File: config.mk
export PLATFORM = sky130hd
export DESIGN_NAME = uart_rx_tx
export DESIGN_NICKNAME = d
export VERILOG_FILES = /design/src/rtl/uart_pkg.sv /design/src/rtl/uart_bit_timer.sv /design/src/rtl/uart_rx_tx.sv
export SDC_FILE = /design/constraint.sdc
export NUM_CORES = 1
export LEC_CHECK = 0
export ABC_AREA = 1
export CAP_MARGIN = 20
export CORE_MARGIN = 8
export CORE_UTILIZATION = 52
export DETAILED_ROUTE_END_ITERATION = 8
export GPL_TIMING_DRIVEN = 0
export HOLD_SLACK_MARGIN = 0.12
export PLACE_DENSITY = 0.83
export SLEW_MARGIN = 5
export SYNTH_ARGS = -nofsm -noshare
export SYNTH_HDL_FRONTEND = slang
export SYNTH_HIERARCHICAL = 1
export SYNTH_SLANG_ARGS = --single-unit
File: constraint.sdc
create_clock -name clk -period 1.7 [get_ports clk]
set_input_delay 0.255 -clock clk [delete_from_list [all_inputs] [get_ports clk]]
set_output_delay 0.255 -clock clk [all_outputs]
set_load 0.1 [all_outputs]
File: src/rtl/uart_pkg.sv
// Shared constants for the 8N1 UART pair: default bit period, frame size, FSM state codes.
// Latency: n/a (package only).
// Backpressure: n/a (package only).
package uart_pkg;

  // 128 clocks per bit gives 115200 baud from a 14.7456 MHz clock.
  localparam int CLKS_PER_BIT_DEFAULT = 128;

  // Data bits per frame, and the bit index at which the data phase ends.
  localparam int         FRAME_DATA_BITS = 8;
  localparam logic [2:0] LAST_DATA_BIT   = 3'(FRAME_DATA_BITS - 1);

  // Receiver states.
  localparam logic [2:0] RX_IDLE      = 3'd0;
  localparam logic [2:0] RX_START     = 3'd1;
  localparam logic [2:0] RX_DATA      = 3'd2;
  localparam logic [2:0] RX_STOP      = 3'd3;
  localparam logic [2:0] RX_WAIT_HIGH = 3'd4;

  // Transmitter states.
  localparam logic [1:0] TX_IDLE  = 2'd0;
  localparam logic [1:0] TX_START = 2'd1;
  localparam logic [1:0] TX_DATA  = 2'd2;
  localparam logic [1:0] TX_STOP  = 2'd3;

endpackage

File: src/rtl/uart_bit_timer.sv
// Bit-period down-counter: load with a full or half bit, pulses expire when it reaches zero.
// Latency: expire is high in the CLKS_PER_BIT-th (or CLKS_PER_BIT/2-th) cycle after load.
// Backpressure: none; after expiring it reloads a full bit by itself and keeps running.
//
// Ports:
//   clk, rst_n : clock, synchronous active-low reset
//   load       : restart the count this cycle (wins over everything else)
//   half       : with load, count CLKS_PER_BIT/2 instead of CLKS_PER_BIT
//   expire     : one-cycle pulse at the end of each counted period
module uart_bit_timer #(
  parameter int CLKS_PER_BIT = 128
) (
  input  logic clk,
  input  logic rst_n,
  input  logic load,
  input  logic half,
  output logic expire
);

  localparam int            CW      = $clog2(CLKS_PER_BIT);
  localparam logic [CW-1:0] FULL_LD = CW'(CLKS_PER_BIT - 1);
  localparam logic [CW-1:0] HALF_LD = CW'(CLKS_PER_BIT / 2 - 1);

  logic [CW-1:0] cnt;
  logic          active;

  assign expire = active && (cnt == '0);

  // Auto-reload on expiry keeps successive bits exactly CLKS_PER_BIT apart
  // without the FSMs having to re-arm the timer every bit.
  always_ff @(posedge clk) begin
    if (!rst_n) begin
      cnt    <= '0;
      active <= 1'b0;
    end else if (load) begin
      cnt    <= half ? HALF_LD : FULL_LD;
      active <= 1'b1;
    end else if (expire) begin
      cnt <= FULL_LD;
    end else if (active) begin
      cnt <= cnt - CW'(1);
    end
  end

endmodule

File: src/rtl/uart_rx_tx.sv
// 8N1 UART receiver and transmitter sharing one clock and reset.
// Latency: rx_done 3 cycles after the stop-bit mid-point; tx goes low the cycle after an accepted tx_go.
// Backpressure: tx_go is ignored while tx_busy; the receiver never stalls (rx_byte is overwritten per good frame).
//
// Ports:
//   clk, rst_n   : clock, synchronous active-low reset
//   rx           : asynchronous serial input, idles high
//   rx_done      : one-cycle pulse, rx_byte valid from this cycle
//   rx_byte      : last correctly framed byte, held until the next good frame
//   rx_frame_err : one-cycle pulse when the stop bit is sampled low
//   tx_data      : byte to send, captured on an accepted tx_go
//   tx_go        : start request, accepted only while tx_busy is low
//   tx_busy      : high while a frame is on the wire
//   tx           : serial output, idles high
module uart_rx_tx
  import uart_pkg::*;
#(
  parameter int CLKS_PER_BIT = CLKS_PER_BIT_DEFAULT
) (
  input  logic       clk,
  input  logic       rst_n,
  input  logic       rx,
  output logic       rx_done,
  output logic [7:0] rx_byte,
  output logic       rx_frame_err,
  input  logic [7:0] tx_data,
  input  logic       tx_go,
  output logic       tx_busy,
  output logic       tx
);

  // ------------------------------------------------------------------
  // Receiver
  // ------------------------------------------------------------------
  logic       rx_meta;
  logic       rx_sync;
  logic [2:0] rx_state;
  logic [2:0] rx_bit_cnt;
  logic [7:0] rx_shift;
  logic       rx_tmr_load;
  logic       rx_tmr_exp;

  // Synchroniser resets to the idle (high) level so reset never looks like a start bit.
  always_ff @(posedge clk) begin
    if (!rst_n) begin
      rx_meta <= 1'b1;
      rx_sync <= 1'b1;
    end else begin
      rx_meta <= rx;
      rx_sync <= rx_meta;
    end
  end

  // Arm a half-bit wait on the start edge; the timer then free-runs in
  // full bits, so every later expiry lands on a bit mid-point.
  assign rx_tmr_load = (rx_state == RX_IDLE) && !rx_sync;

  uart_bit_timer #(.CLKS_PER_BIT(CLKS_PER_BIT)) u_rx_timer (
    .clk    (clk),
    .rst_n  (rst_n),
    .load   (rx_tmr_load),
    .half   (1'b1),
    .expire (rx_tmr_exp)
  );

  always_ff @(posedge clk) begin
    if (!rst_n) begin
      rx_state     <= RX_IDLE;
      rx_bit_cnt   <= '0;
      rx_shift     <= '0;
      rx_byte      <= '0;
      rx_done      <= 1'b0;
      rx_frame_err <= 1'b0;
    end else begin
      rx_done      <= 1'b0;
      rx_frame_err <= 1'b0;
      case (rx_state)
        RX_IDLE: begin
          if (!rx_sync) rx_state <= RX_START;
        end
        RX_START: begin
          if (rx_tmr_exp) begin
            if (!rx_sync) begin
              rx_state   <= RX_DATA;
              rx_bit_cnt <= '0;
            end else begin
              // Line was back high at mid-start: a glitch, not a frame.
              rx_state <= RX_IDLE;
            end
          end
        end
        RX_DATA: begin
          if (rx_tmr_exp) begin
            rx_shift   <= {rx_sync, rx_shift[7:1]};
            rx_bit_cnt <= rx_bit_cnt + 3'd1;
            if (rx_bit_cnt == LAST_DATA_BIT) rx_state <= RX_STOP;
          end
        end
        RX_STOP: begin
          if (rx_tmr_exp) begin
            if (rx_sync) begin
              rx_byte  <= rx_shift;
              rx_done  <= 1'b1;
              rx_state <= RX_IDLE;
            end else begin
              rx_frame_err <= 1'b1;
              rx_state     <= RX_WAIT_HIGH;
            end
          end
        end
        RX_WAIT_HIGH: begin
          // A held-low line (break) must not be decoded as a stream of zero frames.
          if (rx_sync) rx_state <= RX_IDLE;
        end
        default: rx_state <= RX_IDLE;
      endcase
    end
  end

  // ------------------------------------------------------------------
  // Transmitter
  // ------------------------------------------------------------------
  logic [1:0] tx_state;
  logic [2:0] tx_bit_cnt;
  logic [7:0] tx_shift;
  logic       tx_accept;
  logic       tx_tmr_exp;

  assign tx_accept = (tx_state == TX_IDLE) && tx_go;
  assign tx_busy   = (tx_state != TX_IDLE);

  uart_bit_timer #(.CLKS_PER_BIT(CLKS_PER_BIT)) u_tx_timer (
    .clk    (clk),
    .rst_n  (rst_n),
    .load   (tx_accept),
    .half   (1'b0),
    .expire (tx_tmr_exp)
  );

  // tx is registered and changes only on timer expiry, so each bit is
  // held for exactly CLKS_PER_BIT cycles.
  always_ff @(posedge clk) begin
    if (!rst_n) begin
      tx_state   <= TX_IDLE;
      tx_bit_cnt <= '0;
      tx_shift   <= '0;
      tx         <= 1'b1;
    end else begin
      case (tx_state)
        TX_IDLE: begin
          if (tx_go) begin
            tx_state <= TX_START;
            tx_shift <= tx_data;
            tx       <= 1'b0;
          end
        end
        TX_START: begin
          if (tx_tmr_exp) begin
            tx_state   <= TX_DATA;
            tx         <= tx_shift[0];
            tx_shift   <= {1'b0, tx_shift[7:1]};
            tx_bit_cnt <= '0;
          end
        end
        TX_DATA: begin
          if (tx_tmr_exp) begin
            if (tx_bit_cnt == LAST_DATA_BIT) begin
              tx_state <= TX_STOP;
              tx       <= 1'b1;
            end else begin
              tx         <= tx_shift[0];
              tx_shift   <= {1'b0, tx_shift[7:1]};
              tx_bit_cnt <= tx_bit_cnt + 3'd1;
            end
          end
        end
        TX_STOP: begin
          if (tx_tmr_exp) tx_state <= TX_IDLE;
        end
        default: tx_state <= TX_IDLE;
      endcase
    end
  end

endmodule

==> impl_metrics.xml <==
<?xml version="1.0" encoding="UTF-8"?>
<metrics>
  <group name="outcome">
    <metric name="status" unit="">complete, no violations</metric>
  </group>
  <group name="synthesis">
    <metric name="largest_non_sequential_cell_family_by_area" unit="">simple AND/OR/NAND/NOR gates</metric>
    <metric name="synthXorXnorAreaFrac" unit="">0.01914</metric>
    <metric name="common_cells" unit="">nand2_1 (69), dfxtp_1 (56), inv_1 (52)</metric>
    <metric name="synth.net_count" unit="">408</metric>
    <metric name="ys_sh_aoi" unit="">0.1449</metric>
    <metric name="synth_largest_type_area_fraction" unit="">0.4084</metric>
    <metric name="warnings_from_yosys" unit="">6</metric>
    <metric name="fraction_of_synthesis_flops_using_an_asynchronous_set_or_reset_pin" unit="">0</metric>
    <metric name="netlist_top_cells_area" unit="">dfxtp_1 (41%), nand2_1 (9.4%), inv_1 (7.1%)</metric>
    <metric name="yosys_instances" unit="">381</metric>
  </group>
  <group name="global_routing">
    <metric name="grt_util_met1" unit="">0.1740</metric>
    <metric name="grt_use_total" unit="">0.1573</metric>
  </group>
  <group name="finish">
    <metric name="drive_above_1_share" unit="">0.1876</metric>
    <metric name="regArea" unit="sq mm">0.001129</metric>
    <metric name="reg_top3" unit="">rx_byte x8, rx_shift x8, tx_shift x8</metric>
    <metric name="most-common-layout-cells" unit="">nand2_1 (68), dfxtp_1 (52), nor2_1 (47), inv_1 (46), a21oi_1 (33)</metric>
    <metric name="n_all_buffers" unit="">39</metric>
    <metric name="post-route-util" unit="">0.6565</metric>
  </group>
  <group name="placement">
    <metric name="dpl-instance-area" unit="sq mm">0.003063</metric>
    <metric name="place.detailed.hpwl" unit="microns">4107</metric>
  </group>
  <group name="floorplan">
    <metric name="die-width" unit="microns">88.66</metric>
    <metric name="placeableCoreArea" unit="sq mm">0.005107</metric>
    <metric name="die_height" unit="microns">88.66</metric>
    <metric name="fp-row-count" unit="">26</metric>
  </group>
  <group name="worst_setup_path">
    <metric name="cp-startpoint" unit="">u_rx_timer/cnt[0]</metric>
    <metric name="worst_path_most_repeated_cell" unit="">inv_4</metric>
    <metric name="worstSetupPathDepth" unit="">11</metric>
    <metric name="setup.worst_path.end" unit="">rx_byte[7]</metric>
  </group>
  <group name="sta">
    <metric name="layout_worst_path_cycle_share" unit="">0.9602</metric>
    <metric name="clock.fmax" unit="MHz">612.6</metric>
    <metric name="finClkSkew" unit="ps">14.30</metric>
    <metric name="setup_viol" unit="">0</metric>
    <metric name="totalNegativeSetupSlack" unit="ps">0</metric>
  </group>
  <group name="worst_hold_path">
    <metric name="min-delay-path-class" unit="">reg2reg</metric>
  </group>
  <group name="drt">
    <metric name="maxUsedRoutingLayer" unit="">met4</metric>
    <metric name="met1_length" unit="microns">2610</metric>
    <metric name="drtPass1Iterations" unit="">4</metric>
  </group>
  <group name="clocking">
    <metric name="cts_htree_levels" unit="">2</metric>
  </group>
  <group name="power">
    <metric name="leakagePower" unit="nW">1.462</metric>
    <metric name="power-per-cell-area" unit="mW/mm^2">1373</metric>
    <metric name="pwr.group.clock" unit="W">0.000774</metric>
    <metric name="combPwrFrac" unit="">0.441</metric>
  </group>
</metrics>
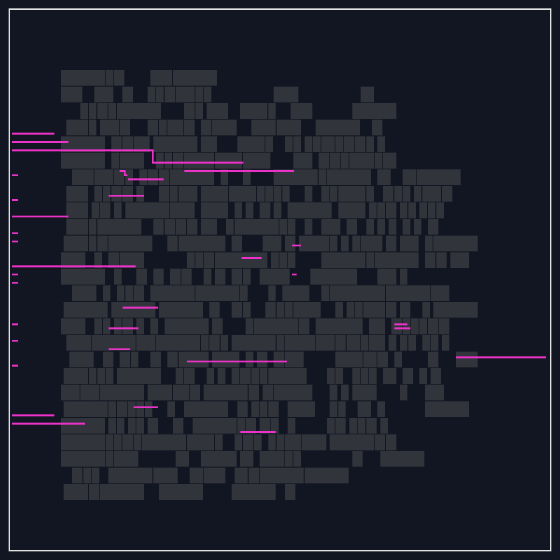
m3.png
Cells faint in the background.
27 nets have wire on it. The layer holds 3.4% of the routed length. The wires run mostly horizontal. The longest straight run is 23.0 microns. The layer carries 201 microns of wire.

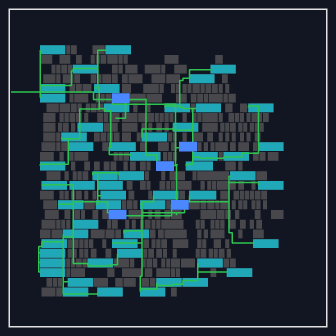
clock_wires.png
Key: clock wires = green [length 631 microns]; clock-net drivers = blue [count 5]; flip-flops = cyan [count 56]
There are 6 routed clock nets.

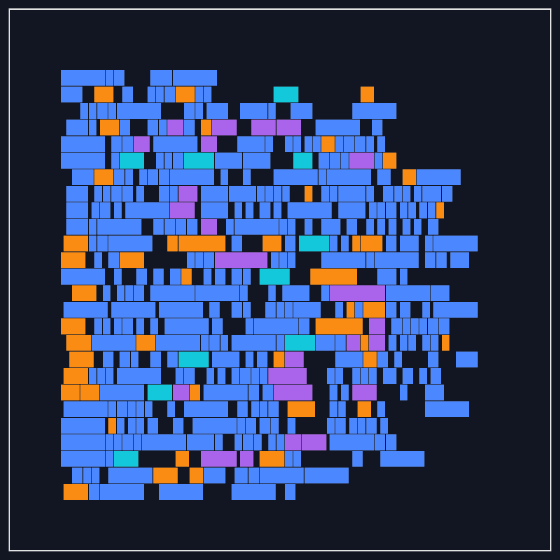
sizing.png
Key: x1 and smaller = blue [cells 342, share 81%]; x2 = orange [cells 45, share 11%]; x6 and larger = cyan [cells 10, share 2.4%]; x3 and x4 = purple [cells 24, share 5.7%]

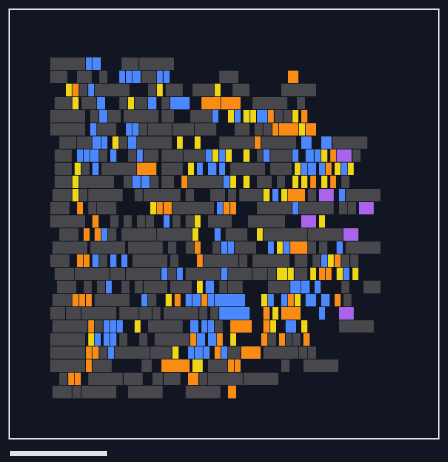
gates.png
Scale bar: 20 microns.
Key: nor cells = orange [cells 62, most used nor2_1]; nand cells = blue [cells 98, most used nand2_1]; inv cells = yellow [cells 55, most used inv_1]; xor and xnor cells = purple [cells 6, most used xor2_1, where east]
combinational share of cell area: 0.4373
non-filler cells, final: 491
most used logic cell in the final layout: nand2_1

Power and IR drop assume default switching activity.
